met1.png
Supply wires on this layer in gray.
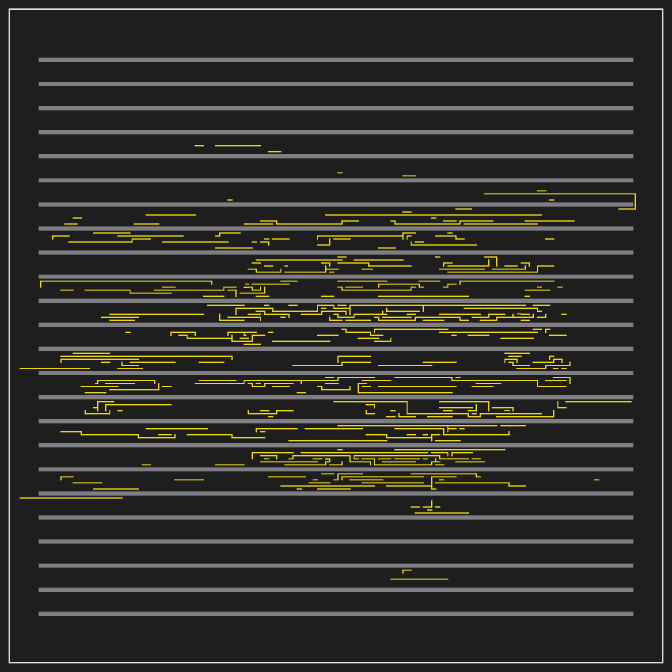
density.png
7 x 7 tiles, from white (low) to dark blue (high), 0 to 100% covered.
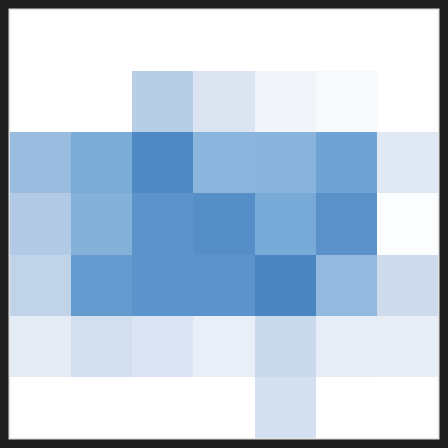
===== src/rtl/debounce_pkg.sv =====
// Shared types and default parameters for the input debouncer.
package debounce_pkg;

    localparam int DEF_STABLE_CYCLES = 50000;
    localparam int DEF_CNT_WIDTH     = 16;

    typedef enum logic [1:0] {
        IDLE_LOW   = 2'b00,
        CHECK_HIGH = 2'b01,
        IDLE_HIGH  = 2'b10,
        CHECK_LOW  = 2'b11
    } state_t;

    function automatic logic is_check(input state_t s);
        return (s == CHECK_HIGH) || (s == CHECK_LOW);
    endfunction

endpackage


===== src/rtl/input_debouncer_sync_2ff.sv =====
// Two-flop synchroniser for asynchronous board inputs; both flops reset to 0.
module sync_2ff (
    input  logic clk,
    input  logic rst_n,
    input  logic d,
    output logic q
);

    logic r_s1;
    logic r_s2;

    always_ff @(posedge clk or negedge rst_n) begin
        if (!rst_n) begin
            r_s1 <= 1'b0;
            r_s2 <= 1'b0;
        end else begin
            r_s1 <= d;
            r_s2 <= r_s1;
        end
    end

    assign q = r_s2;

endmodule


===== src/rtl/input_debouncer.sv =====
// Debounces one raw pin into a clean level plus single-cycle rise/fall pulses.
// Build option DEBOUNCE_INVERT_EN inverts din_raw ahead of the synchroniser (active-low buttons).
//
// state      | meaning
// IDLE_LOW   | dout = 0, input agrees with dout
// CHECK_HIGH | dout = 0, synchronised input high, counting stable samples
// IDLE_HIGH  | dout = 1, input agrees with dout
// CHECK_LOW  | dout = 1, synchronised input low, counting stable samples
module input_debouncer
    import debounce_pkg::*;
#(
    parameter int STABLE_CYCLES = DEF_STABLE_CYCLES,
    parameter int CNT_WIDTH     = DEF_CNT_WIDTH
) (
    input  logic clk,
    input  logic rst_n,
    input  logic din_raw,
    output logic dout,
    output logic rise_pulse,
    output logic fall_pulse,
    output logic busy
);

    if ((STABLE_CYCLES < 2) || (STABLE_CYCLES >= (2 ** CNT_WIDTH))) begin : g_param_err
        $error("input_debouncer: STABLE_CYCLES must be in 2 .. 2**CNT_WIDTH-1");
    end

    localparam logic [CNT_WIDTH-1:0] C_TERM = CNT_WIDTH'(STABLE_CYCLES - 1);

    logic w_din;
    logic w_s2;

`ifdef DEBOUNCE_INVERT_EN
    assign w_din = ~din_raw;
`else
    assign w_din = din_raw;
`endif

    sync_2ff u_sync (
        .clk   (clk),
        .rst_n (rst_n),
        .d     (w_din),
        .q     (w_s2)
    );

    state_t               r_state;
    state_t               w_state_nxt;
    logic [CNT_WIDTH-1:0] r_cnt;
    logic [CNT_WIDTH-1:0] w_cnt_nxt;
    logic                 r_dout;
    logic                 w_dout_nxt;
    logic                 r_rise;
    logic                 w_rise_nxt;
    logic                 r_fall;
    logic                 w_fall_nxt;
    logic                 r_busy;
    logic                 w_busy_nxt;

    always_ff @(posedge clk or negedge rst_n) begin
        if (!rst_n) begin
            r_state <= IDLE_LOW;
            r_cnt   <= '0;
            r_dout  <= 1'b0;
            r_rise  <= 1'b0;
            r_fall  <= 1'b0;
            r_busy  <= 1'b0;
        end else begin
            r_state <= w_state_nxt;
            r_cnt   <= w_cnt_nxt;
            r_dout  <= w_dout_nxt;
            r_rise  <= w_rise_nxt;
            r_fall  <= w_fall_nxt;
            r_busy  <= w_busy_nxt;
        end
    end

    always_comb begin
        w_state_nxt = r_state;
        w_cnt_nxt   = r_cnt;
        w_dout_nxt  = r_dout;
        w_rise_nxt  = 1'b0;
        w_fall_nxt  = 1'b0;

        unique case (r_state)
            IDLE_LOW: begin
                if (w_s2) begin
                    w_state_nxt = CHECK_HIGH;
                    w_cnt_nxt   = CNT_WIDTH'(1);
                end
            end
            CHECK_HIGH: begin
                if (!w_s2) begin
                    w_state_nxt = IDLE_LOW;
                    w_cnt_nxt   = '0;
                end else if (r_cnt == C_TERM) begin
                    w_state_nxt = IDLE_HIGH;
                    w_cnt_nxt   = '0;
                    w_dout_nxt  = 1'b1;
                    w_rise_nxt  = 1'b1;
                end else begin
                    w_cnt_nxt = r_cnt + CNT_WIDTH'(1);
                end
            end
            IDLE_HIGH: begin
                if (!w_s2) begin
                    w_state_nxt = CHECK_LOW;
                    w_cnt_nxt   = CNT_WIDTH'(1);
                end
            end
            CHECK_LOW: begin
                if (w_s2) begin
                    w_state_nxt = IDLE_HIGH;
                    w_cnt_nxt   = '0;
                end else if (r_cnt == C_TERM) begin
                    w_state_nxt = IDLE_LOW;
                    w_cnt_nxt   = '0;
                    w_dout_nxt  = 1'b0;
                    w_fall_nxt  = 1'b1;
                end else begin
                    w_cnt_nxt = r_cnt + CNT_WIDTH'(1);
                end
            end
            default: begin
                w_state_nxt = IDLE_LOW;
                w_cnt_nxt   = '0;
            end
        endcase

        // busy is registered alongside the state it describes
        w_busy_nxt = is_check(w_state_nxt);
    end

    assign dout       = r_dout;
    assign rise_pulse = r_rise;
    assign fall_pulse = r_fall;
    assign busy       = r_busy;

endmodule


===== config.mk =====
export PLATFORM = sky130hd
export DESIGN_NAME = input_debouncer
export DESIGN_NICKNAME = d
export VERILOG_FILES = /design/src/rtl/debounce_pkg.sv /design/src/rtl/input_debouncer_sync_2ff.sv /design/src/rtl/input_debouncer.sv
export SDC_FILE = /design/constraint.sdc
export NUM_CORES = 1
export LEC_CHECK = 0
export CORE_MARGIN = 3
export CORE_UTILIZATION = 25
export DETAILED_ROUTE_END_ITERATION = 8
export PLACE_DENSITY = 0.5
export SETUP_SLACK_MARGIN = 0.02
export SYNTH_ARGS = -nofsm -noshare
export SYNTH_HDL_FRONTEND = slang
export SYNTH_SLANG_ARGS = --single-unit

===== constraint.sdc =====
create_clock -name clk -period 2.25 [get_ports clk]
set_input_delay 0.45 -clock clk [delete_from_list [all_inputs] [get_ports clk]]
set_output_delay 0.45 -clock clk [all_outputs]
set_load 0.005 [all_outputs]

==> notes.md <==
yosys + openroad results -> EDFF count, synth 0, cell area power density 564 nW/um^2, Resized cells post-CTS 0, Clock Tree Buf Depth 2, area of the mapped netlist around 1100 um^2, setup slack on the worst flop-to-flop path 0.23 ns, Fill cells around 460, switching portion of total power 23.2%, Area growth syn-to-layout 15.0%, share of the core filled by cells before placement 27.2%, hold_buf cts 0, status complete, no violations, final wirelength 2550 um, # IOs 7, vertical extent of the die 73.6 um, first-pass detailed-route iteration total 4, maxcap violations 0, Biggest register r_cnt, dominant logic cell type in the layout dfrtp_1, measured slew at the worst slew-check pin roughly 0.6 ns, minimum clock period 2.02 ns, total setup buffers inserted after CTS 0, total leakage power 0.544 nW, capturing point of the worst reg2reg path r_cnt[11]$_DFFE_PN0P_, simple share 24.1%, length in cells of the worst reg-to-reg path 6, Post-Syn Instances 118, die area 5420 um^2, CTS Root Buffer Type clkbuf_8, most heavily used metal layer in global routing met2, Seq share, synth 50.3%, Warnings, synthesis 0, worst path arrival time 2.23 ns, Tot GR Track Use 10.7%, n_taps 50, predominant post-synthesis flop cell dfrtp_1, register clock-pin slew on the reported worst setup and hold paths 0.08 ns, relative area of non-clock buffer cells in the final design 6.85%, Power Internal 0.569 mW, Synth mux share 0%, Fmax achieved 494 MHz, Hold Startpoint u_sync.r_s1$_DFF_PN0_, number of cell rows 23, standard cell with the maximum stage delay on the critical path or4_1, Setup Viol. Count Final 0, fraction of area in registers a little over two fifths, setup slack after layout 0.228 ns
Notes on met1.png above:
longest straight run: 24.4 um
main direction: horizontal
wire length on this layer: 1230 um

Notes on density.png above:
mean over tiles: 23%
densest ninth of the die: center
emptiest ninth of the die: north-east
Finished Core Util: 31.3%
Std-Cell Core Area: 4200 um^2

Power and IR drop assume default switching activity.
